--- src/rtl/mem_wb_stage.sv ---
// Memory-access and writeback stage: issues LW/LB/SW/SB over a req/ack port,
// aligns load data and presents a single-cycle register-file write.
module mem_wb_stage #(
  parameter int unsigned ACK_TIMEOUT = 255
) (
  input  logic        clk,
  input  logic        rst_n,
  input  logic        in_valid,
  output logic        in_ready,
  input  logic [5:0]  op,
  input  logic        if_reg_write,
  input  logic        if_mem_read,
  input  logic        if_mem_write,
  input  logic [4:0]  dest_reg,
  input  logic [31:0] alu_result,
  input  logic [31:0] store_data,
  input  logic [31:0] npc,
  output logic        mem_req,
  output logic        mem_we,
  output logic [31:0] mem_addr,
  output logic [3:0]  mem_be,
  output logic [31:0] mem_wdata,
  input  logic [31:0] mem_rdata,
  input  logic        mem_ack,
  output logic        reg_write,
  output logic [4:0]  write_reg,
  output logic [31:0] write_data,
  output logic        stall,
  output logic        align_err,
  output logic        bus_err
);

  localparam logic [5:0] OP_LW  = 6'b100011;
  localparam logic [5:0] OP_LB  = 6'b100000;
  localparam logic [5:0] OP_SW  = 6'b101011;
  localparam logic [5:0] OP_SB  = 6'b101000;
  localparam logic [5:0] OP_JAL = 6'b000011;
  localparam logic [15:0] TIMEOUT_LAST = 16'(ACK_TIMEOUT - 1);

  typedef enum logic [1:0] {IDLE, ACCESS, WB} state_t;

  state_t      state_q, state_d;
  logic [15:0] cnt_q, cnt_d;
  logic        mem_req_q, mem_req_d;
  logic        mem_we_q, mem_we_d;
  logic [31:0] mem_addr_q, mem_addr_d;
  logic [3:0]  mem_be_q, mem_be_d;
  logic [31:0] mem_wdata_q, mem_wdata_d;
  logic        reg_write_q, reg_write_d;
  logic [4:0]  write_reg_q, write_reg_d;
  logic [31:0] write_data_q, write_data_d;
  logic        align_err_q, align_err_d;
  logic        bus_err_q, bus_err_d;
  logic        is_lb_q, is_lb_d;
  logic [1:0]  lane_q, lane_d;
  logic        wen_q, wen_d;
  logic [4:0]  dest_q, dest_d;

  logic        is_lw, is_lb, is_sw, is_sb, is_mem, misaligned, wen, accept;
  logic [7:0]  load_byte;
  logic [31:0] load_data;

  always_comb begin
    is_lw      = (op == OP_LW) && if_mem_read;
    is_lb      = (op == OP_LB) && if_mem_read;
    is_sw      = (op == OP_SW) && if_mem_write;
    is_sb      = (op == OP_SB) && if_mem_write;
    is_mem     = is_lw || is_lb || is_sw || is_sb;
    misaligned = (is_lw || is_sw) && (alu_result[1:0] != 2'b00);
    wen        = (if_reg_write || op == 6'b000000 || op == 6'b001000 ||
                  op == 6'b001001 || op == 6'b001111) && (dest_reg != 5'd0);
    accept     = in_valid && (state_q == IDLE);
    case (lane_q)
      2'd0:    load_byte = mem_rdata[7:0];
      2'd1:    load_byte = mem_rdata[15:8];
      2'd2:    load_byte = mem_rdata[23:16];
      default: load_byte = mem_rdata[31:24];
    endcase
    load_data = is_lb_q ? {{24{load_byte[7]}}, load_byte} : mem_rdata;
  end

  always_comb begin
    state_d = state_q;
    case (state_q)
      IDLE:    if (accept && is_mem && !misaligned) state_d = ACCESS;
      ACCESS: begin
        if (mem_ack)                    state_d = mem_we_q ? IDLE : WB;
        else if (cnt_q == TIMEOUT_LAST) state_d = IDLE;
      end
      default: state_d = IDLE;
    endcase
  end

  always_comb begin
    cnt_d        = cnt_q;
    mem_req_d    = mem_req_q;
    mem_we_d     = mem_we_q;
    mem_addr_d   = mem_addr_q;
    mem_be_d     = mem_be_q;
    mem_wdata_d  = mem_wdata_q;
    reg_write_d  = 1'b0;
    write_reg_d  = write_reg_q;
    write_data_d = write_data_q;
    align_err_d  = 1'b0;
    bus_err_d    = 1'b0;
    is_lb_d      = is_lb_q;
    lane_d       = lane_q;
    wen_d        = wen_q;
    dest_d       = dest_q;
    case (state_q)
      IDLE: begin
        if (accept) begin
          if (misaligned) begin
            align_err_d = 1'b1;
          end else if (is_mem) begin
            cnt_d       = 16'd0;
            mem_req_d   = 1'b1;
            mem_we_d    = is_sw || is_sb;
            mem_addr_d  = {alu_result[31:2], 2'b00};
            mem_be_d    = (is_lw || is_sw) ? 4'b1111 : (4'b0001 << alu_result[1:0]);
            mem_wdata_d = is_sb ? {4{store_data[7:0]}} : store_data;
            is_lb_d     = is_lb;
            lane_d      = alu_result[1:0];
            wen_d       = wen;
            dest_d      = dest_reg;
          end else begin
            reg_write_d = wen;
            if (wen) begin
              write_reg_d  = dest_reg;
              write_data_d = (op == OP_JAL) ? npc : alu_result;
            end
          end
        end
      end
      ACCESS: begin
        if (mem_ack) begin
          mem_req_d = 1'b0;
          cnt_d     = 16'd0;
          if (!mem_we_q) begin
            reg_write_d = wen_q;
            if (wen_q) begin
              write_reg_d  = dest_q;
              write_data_d = load_data;
            end
          end
        end else if (cnt_q == TIMEOUT_LAST) begin
          mem_req_d = 1'b0;
          bus_err_d = 1'b1;
          cnt_d     = 16'd0;
        end else begin
          cnt_d = cnt_q + 16'd1;
        end
      end
      default: ;
    endcase
  end

  always_ff @(posedge clk or negedge rst_n) begin
    if (!rst_n) begin
      state_q      <= IDLE;
      cnt_q        <= 16'd0;
      mem_req_q    <= 1'b0;
      mem_we_q     <= 1'b0;
      mem_addr_q   <= 32'd0;
      mem_be_q     <= 4'd0;
      mem_wdata_q  <= 32'd0;
      reg_write_q  <= 1'b0;
      write_reg_q  <= 5'd0;
      write_data_q <= 32'd0;
      align_err_q  <= 1'b0;
      bus_err_q    <= 1'b0;
      is_lb_q      <= 1'b0;
      lane_q       <= 2'd0;
      wen_q        <= 1'b0;
      dest_q       <= 5'd0;
    end else begin
      state_q      <= state_d;
      cnt_q        <= cnt_d;
      mem_req_q    <= mem_req_d;
      mem_we_q     <= mem_we_d;
      mem_addr_q   <= mem_addr_d;
      mem_be_q     <= mem_be_d;
      mem_wdata_q  <= mem_wdata_d;
      reg_write_q  <= reg_write_d;
      write_reg_q  <= write_reg_d;
      write_data_q <= write_data_d;
      align_err_q  <= align_err_d;
      bus_err_q    <= bus_err_d;
      is_lb_q      <= is_lb_d;
      lane_q       <= lane_d;
      wen_q        <= wen_d;
      dest_q       <= dest_d;
    end
  end

  always_comb begin
    in_ready   = (state_q == IDLE);
    stall      = (state_q == ACCESS);
    mem_req    = mem_req_q;
    mem_we     = mem_we_q;
    mem_addr   = mem_addr_q;
    mem_be     = mem_be_q;
    mem_wdata  = mem_wdata_q;
    reg_write  = reg_write_q;
    write_reg  = write_reg_q;
    write_data = write_data_q;
    align_err  = align_err_q;
    bus_err    = bus_err_q;
  end

endmodule

--- config.mk ---
export PLATFORM = sky130hd
export DESIGN_NAME = mem_wb_stage
export DESIGN_NICKNAME = d
export VERILOG_FILES = /design/src/rtl/mem_wb_stage.sv
export SDC_FILE = /design/constraint.sdc
export NUM_CORES = 1
export LEC_CHECK = 0
export ABC_AREA = 1
export CAP_MARGIN = 20
export CORE_MARGIN = 2
export CORE_UTILIZATION = 43
export CTS_BUF_LIST = sky130_fd_sc_hd__clkbuf_2 sky130_fd_sc_hd__clkbuf_4 sky130_fd_sc_hd__clkbuf_8
export DETAILED_ROUTE_END_ITERATION = 10
export PLACE_DENSITY = 0.84
export SLEW_MARGIN = 0
export SYNTH_ARGS = -nofsm -noshare
export SYNTH_HDL_FRONTEND = slang
export SYNTH_SLANG_ARGS = --single-unit
--- constraint.sdc ---
create_clock -name clk -period 1.5 [get_ports clk]
set_input_delay 0.225 -clock clk [delete_from_list [all_inputs] [get_ports clk]]
set_output_delay 0.225 -clock clk [all_outputs]
set_load 0.05 [all_outputs]
### I/O pins on the die edge, run 1

Pins as bars across the die edge, other pins in grey.
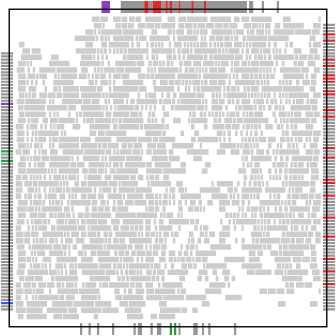
Key: red = write_data [pins 32, direction output, edge 21 right, 11 top]; purple = dest_reg [pins 5, direction input, edge 4 top, 1 left]; green = mem_be [pins 4, direction output, edge 2 bottom, 2 left]; blue = if_mem_write [pins 1, direction input, edge left]
All pins by edge: 91 right, 82 left, 67 top, 18 bottom.

### Clock wires, drivers and flops, run 1

The bar under the picture is 50 µm long.
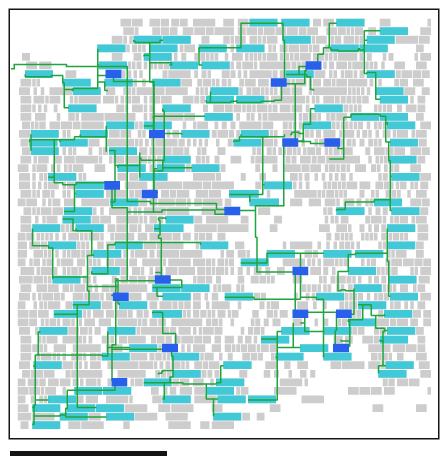
Key: blue = cells driving clock nets [count 17]; cyan = flip-flops [count 135]; green = clock wires [length 1900 µm]
There are 18 routed clock nets. Position of the flops: spread over the die.
worst-case clock skew: 16.62 ps
relative contribution of the clock network to total power: 12.7%
clock-net power: 3430 µW
Insertion Delay late pin: 470 ps

==> Changelog: implementation, run 1 <==
### Physical design

* Final count of negative-setup-slack endpoints at 125
* Highest fanout seen on the critical path at 8
* Critical path cell sequence: buf_4 > nor2_4 > buf_12 > nand3_4 > nand2_4 > nor2_4 > buf_12 > buf_12 > clkbuf_16 > nand3_2 > nand2_1
* Synth Register Bits at 135
* Non-filler cells, final at 1640
* Number of logic stages on the critical path including buffering at 11
* Proportion of power drawn by flip-flops and latches at 24.3%
* Total internal power at 13720 µW
* Starting DRC count in detailed routing at 903
* Final core utilization at 73.99%
* Failing checks: setup timing
* Count of library flops with an enable pin at 0
* Chip area at 18480 µm²
* Commonest flop: sky130_fd_sc_hd__dfrtp_1
* Leak Pwr at 0.006474 µW
* Routed length on met3 at 3.183 mm
* Top cells by area: sky130_fd_sc_hd__dfrtp_1, sky130_fd_sc_hd__nand2_1, sky130_fd_sc_hd__nand3_1
* Final hold violation count at 0
* Unrepaired setup endpoints after global routing: true
* Worst path setup slack after routing at -267.9 ps
* Routability cong. at 0.9140
* Gate family responsible for the most delay along the worst path: buffers and inverters
* Startpoint of the worst setup timing path: state_q[0]
* Number of vias in the routed layout at 9129
* Result of the run: finished, violations left
* Half-perimeter wire length of the detailed placement result at 19.75 mm
### Routed metal, one colour a layer, run 1

The bar under the picture is 50 µm long.
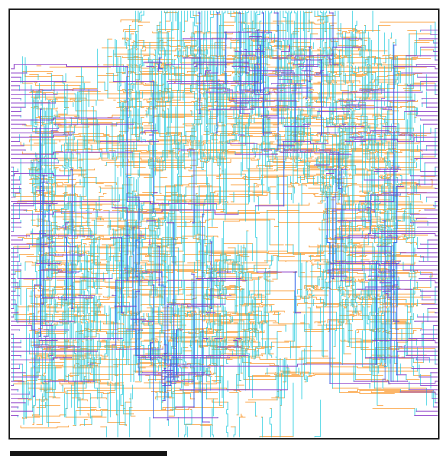
Key: purple = met3 [wire length 3180 µm]; cyan = met2 [wire length 14600 µm]; orange = met1 [wire length 11600 µm]; blue = met4 [wire length 1660 µm]

### Clock nets, run 1

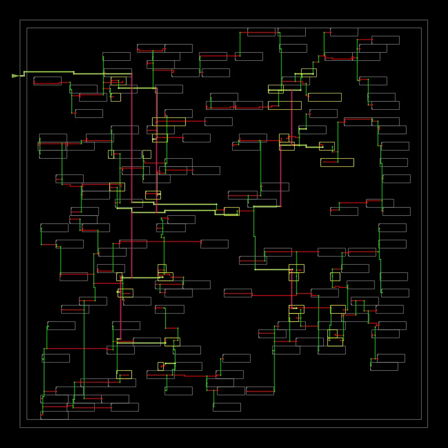
total CTS buffers: 17
CTS Sinks: 135
tally of clock buffers in the finished layout: 17
seq_cells: 135

[run 1: cells in the final DEF (no fill, tap or decap), types with 7 or more instances in the layout]
cell type,n
sky130_fd_sc_hd__nor2_1,22
sky130_fd_sc_hd__o21ai_1,10
sky130_fd_sc_hd__nand2_4,21
sky130_fd_sc_hd__dfrtp_1,131
sky130_fd_sc_hd__nand2_2,46
sky130_fd_sc_hd__nand2_1,418
sky130_fd_sc_hd__clkbuf_8,17
sky130_fd_sc_hd__clkdlybuf4s50_1,136
sky130_fd_sc_hd__inv_2,8
sky130_fd_sc_hd__o21ai_0,29
sky130_fd_sc_hd__nand4_1,24
sky130_fd_sc_hd__clkbuf_16,8
sky130_fd_sc_hd__inv_1,68
sky130_fd_sc_hd__buf_4,150
sky130_fd_sc_hd__nand3_2,58
sky130_fd_sc_hd__a21oi_1,29
sky130_fd_sc_hd__nand3_1,88
sky130_fd_sc_hd__buf_6,9
sky130_fd_sc_hd__nand3_4,9
sky130_fd_sc_hd__nor2_4,7
sky130_fd_sc_hd__buf_12,50
[run 1: cell families (layout without fill, tap and decap cells)]
kind of cell    count (synthesis)  in the layout  synth area share, %
xor+xnor                        6              6               0.7021
buf+inv                       139            481                8.392
simple gates                  709            709                39.85
other cells                     1              3              0.05010
compound gates                 79             79                5.533
flops                         135            135                45.14
fa+ha+maj                       2              2               0.3343
[run 1: final cells by class]
class / count / area (µm²) / share of cell area [%]
antenna: 1 / 2.502 / 0.01969
multi-input combinational: 798 / 4222 / 33.22
clock inverter: 15 / 202.7 / 1.595
tap: 225 / 281.5 / 2.215
inverter: 77 / 290.3 / 2.284
timing repair buffer: 372 / 4094 / 32.21
clock buffer: 17 / 234.0 / 1.841
sequential: 135 / 3383 / 26.62
### Register map, names as in the netlist, run 1

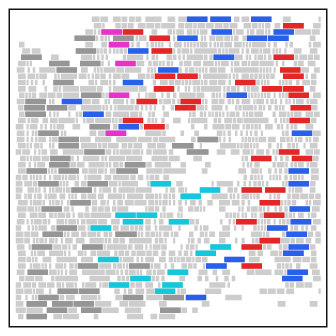

## Run 2: what changed since run 1
--- a/config.mk
+++ b/config.mk
@@ -6,8 +6,7 @@
 export NUM_CORES = 1
 export LEC_CHECK = 0
 export ABC_AREA = 1
-export CAP_MARGIN = 20
-export CORE_MARGIN = 2
+export CORE_MARGIN = 5
 export CORE_UTILIZATION = 43
 export CTS_BUF_LIST = sky130_fd_sc_hd__clkbuf_2 sky130_fd_sc_hd__clkbuf_4 sky130_fd_sc_hd__clkbuf_8
 export DETAILED_ROUTE_END_ITERATION = 10
### Register map, names as in the netlist, run 2

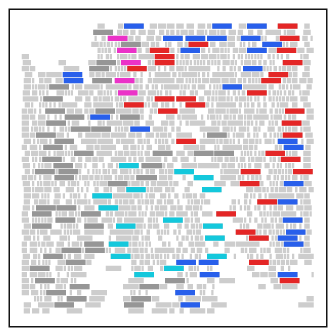
Key: cyan = cnt_q [sequential cells 16]; blue = mem_addr [sequential cells 30]; magenta = write_reg [sequential cells 5]; red = write_data [sequential cells 32]
Another 52 sequential cells are not coloured.
Seq. pwr: 6590 µW
area used by sequential logic in the layout: 3381 µm²

==> run 2 against run 1 <==
Effect of this change: the run still ends with setup timing left; clock skew is 8.9 ps lower; final cell count is 0.49% higher; via count is 1.4% lower; area after synthesis stayed put; critical path depth is 1 lower; critical path type unchanged; critical endpoint is now mem_addr[16]; largest power group unchanged.
==> Changelog: implementation, run 2 <==
### Physical design

* Failing checks: setup timing
* Non-filler cells, final at 1648 (+0.49%)
* Total area of multi-input combinational cells at 4046 µm² (-4.1%)
* Leak Pwr at 0.006518 µW (+0.68%)
* Synth Register Bits at 135 (unchanged)
* Chip area at 20140 µm² (+9.0%)
* Final count of negative-setup-slack endpoints at 128 (+2.4%)
* Routed length on met3 at 3.431 mm (+7.8%)
* Worst-case clock skew at 7.741 ps (-8.883 ps)
* Number of vias in the routed layout at 9001 (-1.4%)
* Final hold violation count at 0 (unchanged)
* Half-perimeter wire length of the detailed placement result at 21.13 mm (+7.0%)
* Antenna diode count at 0 (-1)
* Leading cell type in the layout, fill and taps excluded: sky130_fd_sc_hd__nand2_1
* Worst path setup slack after routing at -178.8 ps (+89.07 ps)
* Count of library flops with an enable pin at 0 (unchanged)
* Total CTS buffers at 17 (unchanged)
* Highest fanout seen on the critical path at 11 (+3)
* CTS Sinks at 135 (unchanged)
* Routability cong. at 0.9494 (+3.9%)
* Result of the run: finished, violations left
* Starting DRC count in detailed routing at 703 (-22%)
### Clock wires, drivers and flops, run 2

The bar under the picture is 50 µm long.
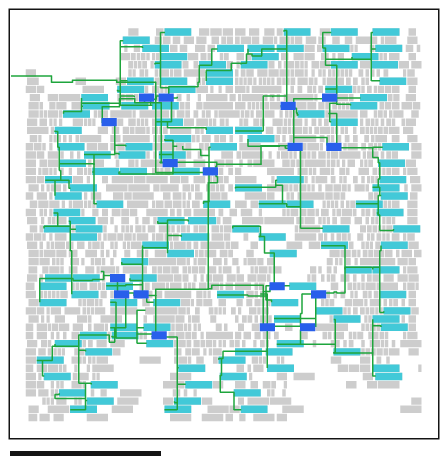
Key: cyan = flip-flops [count 135]; green = clock wires [length 1790 µm]; blue = cells driving clock nets [count 17]
Position of the flops: spread over the die.

## run 2: power by group
part	internal (µW)	switching, µW	total (µW)
sequential	5230	1360	6590
combinational	6810	10300	17100
clock	1750	1500	3250
total	13800	13200	27000
## run 2: cells by family after synthesis
kind of cell,count (synthesis),share of synthesized area [%]
simple gates,709,39.85
buf+inv,139,8.392
flops,135,45.14
compound gates,79,5.533
xor+xnor,6,0.7021
fa+ha+maj,2,0.3343
other cells,1,0.05010
## run 2: repair_timing
action / CTS / global route
hold endpoints to repair: 35 / 0
resized: 61 / 97
hold buffers: 1 / 0
setup buffers: 9 / 7
pin swaps: 10 / 26
setup endpoints to repair: 128 / 133
cloned: 5 / 11
## run 2: final cells by class
class,instances,share of cell area [%]
timing repair buffer,380,33.41
multi-input combinational,799,31.98
sequential,135,26.72
inverter,77,2.334
tap,225,2.225
clock buffer,20,2.126
clock inverter,12,1.197
## run 2: stage by stage
| stage | cell area, µm² | setup TNS (ps) | utilization, % |
|---|---|---|---|
| 6_report | 12650 | -16070 | 73.65 |
| 5_1_grt | 12650 | -24950 | 73.65 |
| 4_1_cts | 12060 | -6135 | 70.20 |
| 3_5_place_dp | 11290 | -75740 | 65.75 |
| 3_3_place_gp | 11290 | -69260 | 65.75 |
| 2_1_floorplan | 7752 | -6361 | - |
## run 2: critical path: stages (launching register included)
cell                      delay [ps]
sky130_fd_sc_hd__dfrtp_1         440
sky130_fd_sc_hd__nor2_4          190
sky130_fd_sc_hd__buf_6           130
sky130_fd_sc_hd__nand3_2          70
sky130_fd_sc_hd__nand2_2         100
sky130_fd_sc_hd__nor2_4           50
sky130_fd_sc_hd__buf_12          140
sky130_fd_sc_hd__nand2_8         170
sky130_fd_sc_hd__buf_8           170
sky130_fd_sc_hd__nand2_1          80
sky130_fd_sc_hd__nand2_1          80
No activity file was given, so power comes from the tool's default toggle rates.
